**Placement by cell class**

Fill, decap, tap and diode cells in grey.
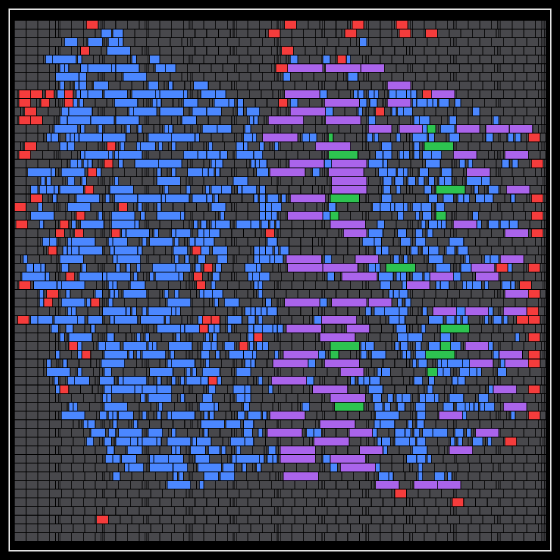
**Metal layers overlaid**

Scale bar: 50 um. Only two layers are drawn.
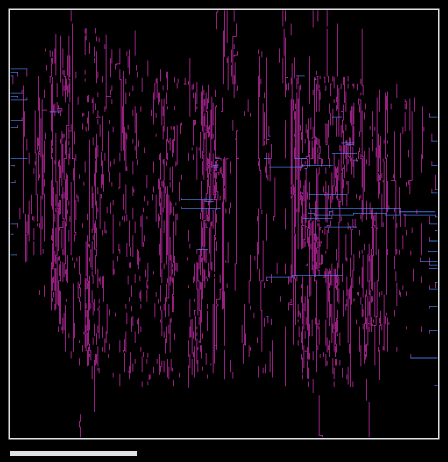
**Register map, names as in the netlist**

Scale bar: 50 um. Other sequential cells in the stronger grey, the rest of the logic in the fainter grey.
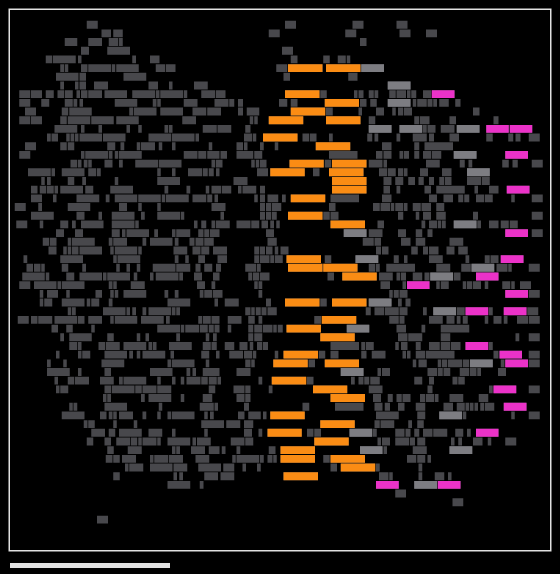
**Clock wires, drivers and flops**

Scale bar: 50 um.
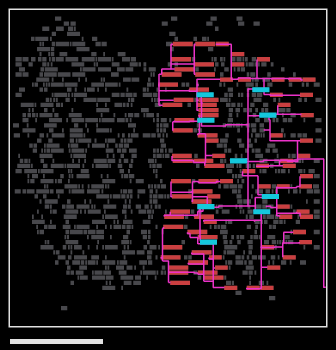
**Clock nets**

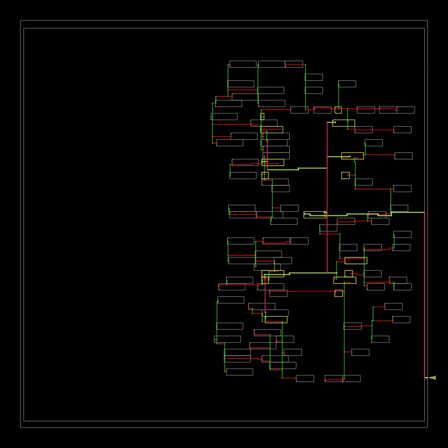
==> config.mk <==
export PLATFORM = sky130hd
export DESIGN_NAME = mul_acc_core_flat
export DESIGN_NICKNAME = d
export VERILOG_FILES = /design/src/rtl/mul_acc_core_if.sv /design/src/rtl/mul_acc_core.sv /design/src/flat_wrapper.sv
export SDC_FILE = /design/constraint.sdc
export NUM_CORES = 1
export LEC_CHECK = 0
export ABC_CLOCK_PERIOD_IN_PS = 6600
export CAP_MARGIN = 20
export CORE_UTILIZATION = 30
export CTS_CLUSTER_SIZE = 10
export DETAILED_ROUTE_END_ITERATION = 16
export PLACE_DENSITY_LB_ADDON = 0.15
export SLEW_MARGIN = 10
export SYNTH_ARGS = -nofsm -noshare
export SYNTH_HDL_FRONTEND = slang
export SYNTH_SLANG_ARGS = --single-unit
==> constraint.sdc <==
create_clock -name clk -period 6.6 [get_ports clk]
set_clock_uncertainty 0.05 [all_clocks]
set_input_delay 1.32 -clock clk [delete_from_list [all_inputs] [get_ports clk]]
set_output_delay 1.32 -clock clk [all_outputs]
set_load 0.01 [all_outputs]
==> ci_impl_report.md <==
## Synthesis and layout report

| Metric | Value |
|---|---|
| Combinational share of power | `56.9%` |
| CTS tree | `built` |
| Synthesis-to-finish area growth | `16.6%` |
| Top flip-flop cell by instance count after synthesis | `dfxtp_1` |
| Sw power | `1.05 mW` |
| Top cells excl fill/tap | `inv_1 (159), fa_1 (86), nand2_1 (84)` |
| Critical Path Slowest Stage Cell | `clkdlybuf4s50_1` |
| OpenROAD warning count | `26` |
| Setup slack after placement | `-0.0294 ns` |
| Number of antenna violations at the first check in global routing | `0` |
| Maximum level of the CTS H-tree | `3` |
| Start-to-end type of the worst setup path | `input pin to register` |
| Count of pins on the block boundary | `46` |
| Sw frac | `40.0%` |
| Die Y-Extent | `169 um` |
| Number of buffers between clock root and the deepest sink | `2` |
| Maximum number of pins on one net before global-route repair | `~43` |
| Residual overflow from global routing | `0` |
| Flip-flops with a built-in enable | `42` |
| Series of cell instances along the critical path | `clkdlybuf4s50_1 > nand2_1 > fa_1 > fa_1 > inv_1 > fa_1 > inv_1 > fa_1 > inv_1 > ha_1 > nor3_1 > or2b_1 > a21oi_2 > o31ai_2 > a31oi_1 > mux2_4 > or4_1` |
| Synthesized instance count | `between 900 and 1k` |
| Floorplan-stage core utilization | `a little under a third` |
| Critical path arrival | `roughly 6.2 ns` |
| Post-synthesis sequential element count | `about 85` |
| Residual DRC count | `0` |
| Area enclosed by the die boundary | `28,600 um2` |
| Maximum fanout count along the critical path | `4` |
| Synth unique cells | `65` |
| Worst max-slew margin expressed relative to the limit | `35.0%` |
| Final-layout setup total negative slack | `0 ns` |
| Final setup violating endpoints | `0` |
| Net count reported at finish | `1,173` |
| Worst setup margin | `0.419 ns` |
| Clk Tree Root Cell | `clkbuf_16` |
| DR iter-0 viols | `172` |
| Count of cells resized by post-cts repair | `0` |
| Asr flop ratio synth | `0%` |
| Run status | `finished clean` |
| Worst vdd rail ir drop | `0.000140 V` |
| Synthesized netlist net count | `1,102` |
| Yosys cell count | `915` |
| Worst Reg2Reg Path Length in Cells | `9` |
| Number of max-slew violations in the final report | `0` |
| Hold Buf Count CTS | `0` |
| Sequential cell fraction of total power | `between 20% and 30%` |
| Total number of cells along the worst setup path | `17` |
| First-pass GRT wire length | `32,300 um` |
| Actual slew at the worst max-slew pin | `0.974 ns` |
| Buffers & Inverters on Critical Path | `4` |
| Kind of end point of the critical path | `register` |
| Clock transition at the registers of the reported paths | `0.07 ns` |
| LEAKAGE | `4.55 nW` |
| Post-synthesis area per instance | `9.16 um2` |
| Flip-flop count of the largest register, all copies and words added | `42` |
| Power per unit of standard cell area | `270 nW/um2` |
| Most common library cell in the layout ignoring fill and taps | `inv_1` |
| Diodes inserted | `0` |
| Port-buffer cells | `45` |
| Max Cap Violations | `0` |
| Remaining number of nets flagged by the antenna check after routing | `0` |
| Final worst-path cycle share | `93.7%` |
| Die span in x | `between 150 and 200 um` |
| Instance count after placement with tap cells included | `around 1.3k` |
| Internal power consumption | `1.58 mW` |
| Type of the worst min-delay path | `register to register` |
| Vias | `6,197` |
| Worst hold path stage count | `1` |
| Total Power | `2.63 mW` |
| Post-CTS setup buffer count | `0` |
| Final worst path period need | `6.18 ns` |
| Share of final-layout standard cells stronger than drive strength 1 | `between 6 and 7%` |
| Final cell count without fillers | `1,363` |
About 'placement by cell class':
[clock drivers and dummy loads] green | cells: 16 | share of their area: 3.0%
[flops] purple | cells: 85 | share of their area: 23%
[combinational and other logic] blue | cells: 808 | share of their area: 66%
[other buffers and delay cells] red | cells: 82 | share of their area: 7.8%
utilization after layout: 36.0%
Rows: 60
CORE AREA: 27,200 um2

About 'metal layers overlaid':
[metal 3] blue | wire length: 374 um
[metal 2] magenta | wire length: 8,930 um
overall track demand over capacity in global routing: 14.0%
WL per Instance: 13.9 um
routed wire length: 19,000 um

About 'register map, names as in the netlist':
[`u_core.bus.o_result`] magenta | flops: 20
[`u_core.pipe`] orange | flops: 42 | where: a column down the middle
not coloured: 23
sequential cell area: 2120 um2
flop share of the area: 21.7%
power in sequential cells: 660 uW

About 'clock wires, drivers and flops':
[flip-flops] red | count: 85
[clock drivers] cyan | count: 9
[clock wires] magenta | length: 1,190 um
routed clock nets: 10
clock share of power: 18.1%
clock latency reported for the late side of the worst-skew pair: 0.34 ns
power consumed by the clock network: 476 uW

About 'clock nets':
count of clock tree sinks: 85
layout sequential cell count: 85
CTS buffer count: 9
clock buffers: 10

Yosys cell counts (4+ instances only):
library cell,number,share of area [%]
a211oi_1,15,1.3
a21boi_0,4,0.36
a21o_1,11,0.99
a21oi_1,45,2.7
a22o_1,4,0.42
a22oi_1,7,0.63
a311oi_1,10,1.0
a31oi_1,7,0.52
and2_1,66,4.9
and3_1,5,0.37
clkbuf_1,19,0.85
dfxtp_1,43,10
edfxtp_1,42,15
fa_1,86,21
ha_1,78,12
inv_1,159,7.1
nand2_1,84,3.8
nand2b_1,15,1.1
nand3_1,9,0.54
nand3b_1,4,0.36
nor2_1,55,2.5
nor2b_1,7,0.52
nor3_1,11,0.66
nor3b_1,5,0.45
o211ai_1,4,0.36
o21a_1,4,0.36
o21ai_0,29,1.7
or3_1,4,0.30
xnor2_1,21,2.2
xor2_1,11,1.1
layer usage:
metal | GRT usage, % | share of wire, % | vias to the layer above
li1 | - | - | 3178
met1 | 18.7 | 49 | 2919
met2 | 24.2 | 47 | 80
met3 | 1.26 | 2.0 | 20
met4 | 4.00 | 1.7 | 0
met5 | 0 | 0 | -
final cells by class:
type                            instances  area (um2)
Multi-Input combinational cell        649        5580
Timing Repair Buffer                   82         728
Fill cell                            2887       17400
Clock buffer                           10         229
Inverter                              159         597
Sequential cell                        85        2120
Clock inverter                          6        48.8
Tap cell                              372         465
cell families (layout without fill, tap and decap cells):
logic type	after synthesis	count (layout)	synth area share, %
AND-OR/OR-AND	171	171	13.7
adder cells (fa/ha/maj)	164	164	32.2
buffers and inverters	181	257	8.15
AND/OR/NAND/NOR	275	275	16.4
XOR/XNOR	32	32	3.34
multiplexers	7	7	0.940
flip-flops	85	85	25.3
stage by stage:
| stage | utilization (%) | instance area [um2] |
|---|---|---|
| 2_1_floorplan | - | 8380 |
| 3_3_place_gp | 34.9 | 9500 |
| 3_5_place_dp | 34.9 | 9500 |
| 4_1_cts | 36.0 | 9770 |
| 5_1_grt | 36.0 | 9770 |
| 6_report | 36.0 | 9770 |
power groups by stage:
stage | combinational, mW | sequential, mW | clock (mW)
finish | 1.50 | 0.660 | 0.476
global route | 1.75 | 0.666 | 0.510
CTS | 1.53 | 0.660 | 0.490
detailed placement | 1.51 | 0.672 | 0
global placement | 1.52 | 0.672 | 0
floorplan | 1.11 | 0.663 | 0
Power figures rest on the tool's default switching activity, not on a simulated workload.
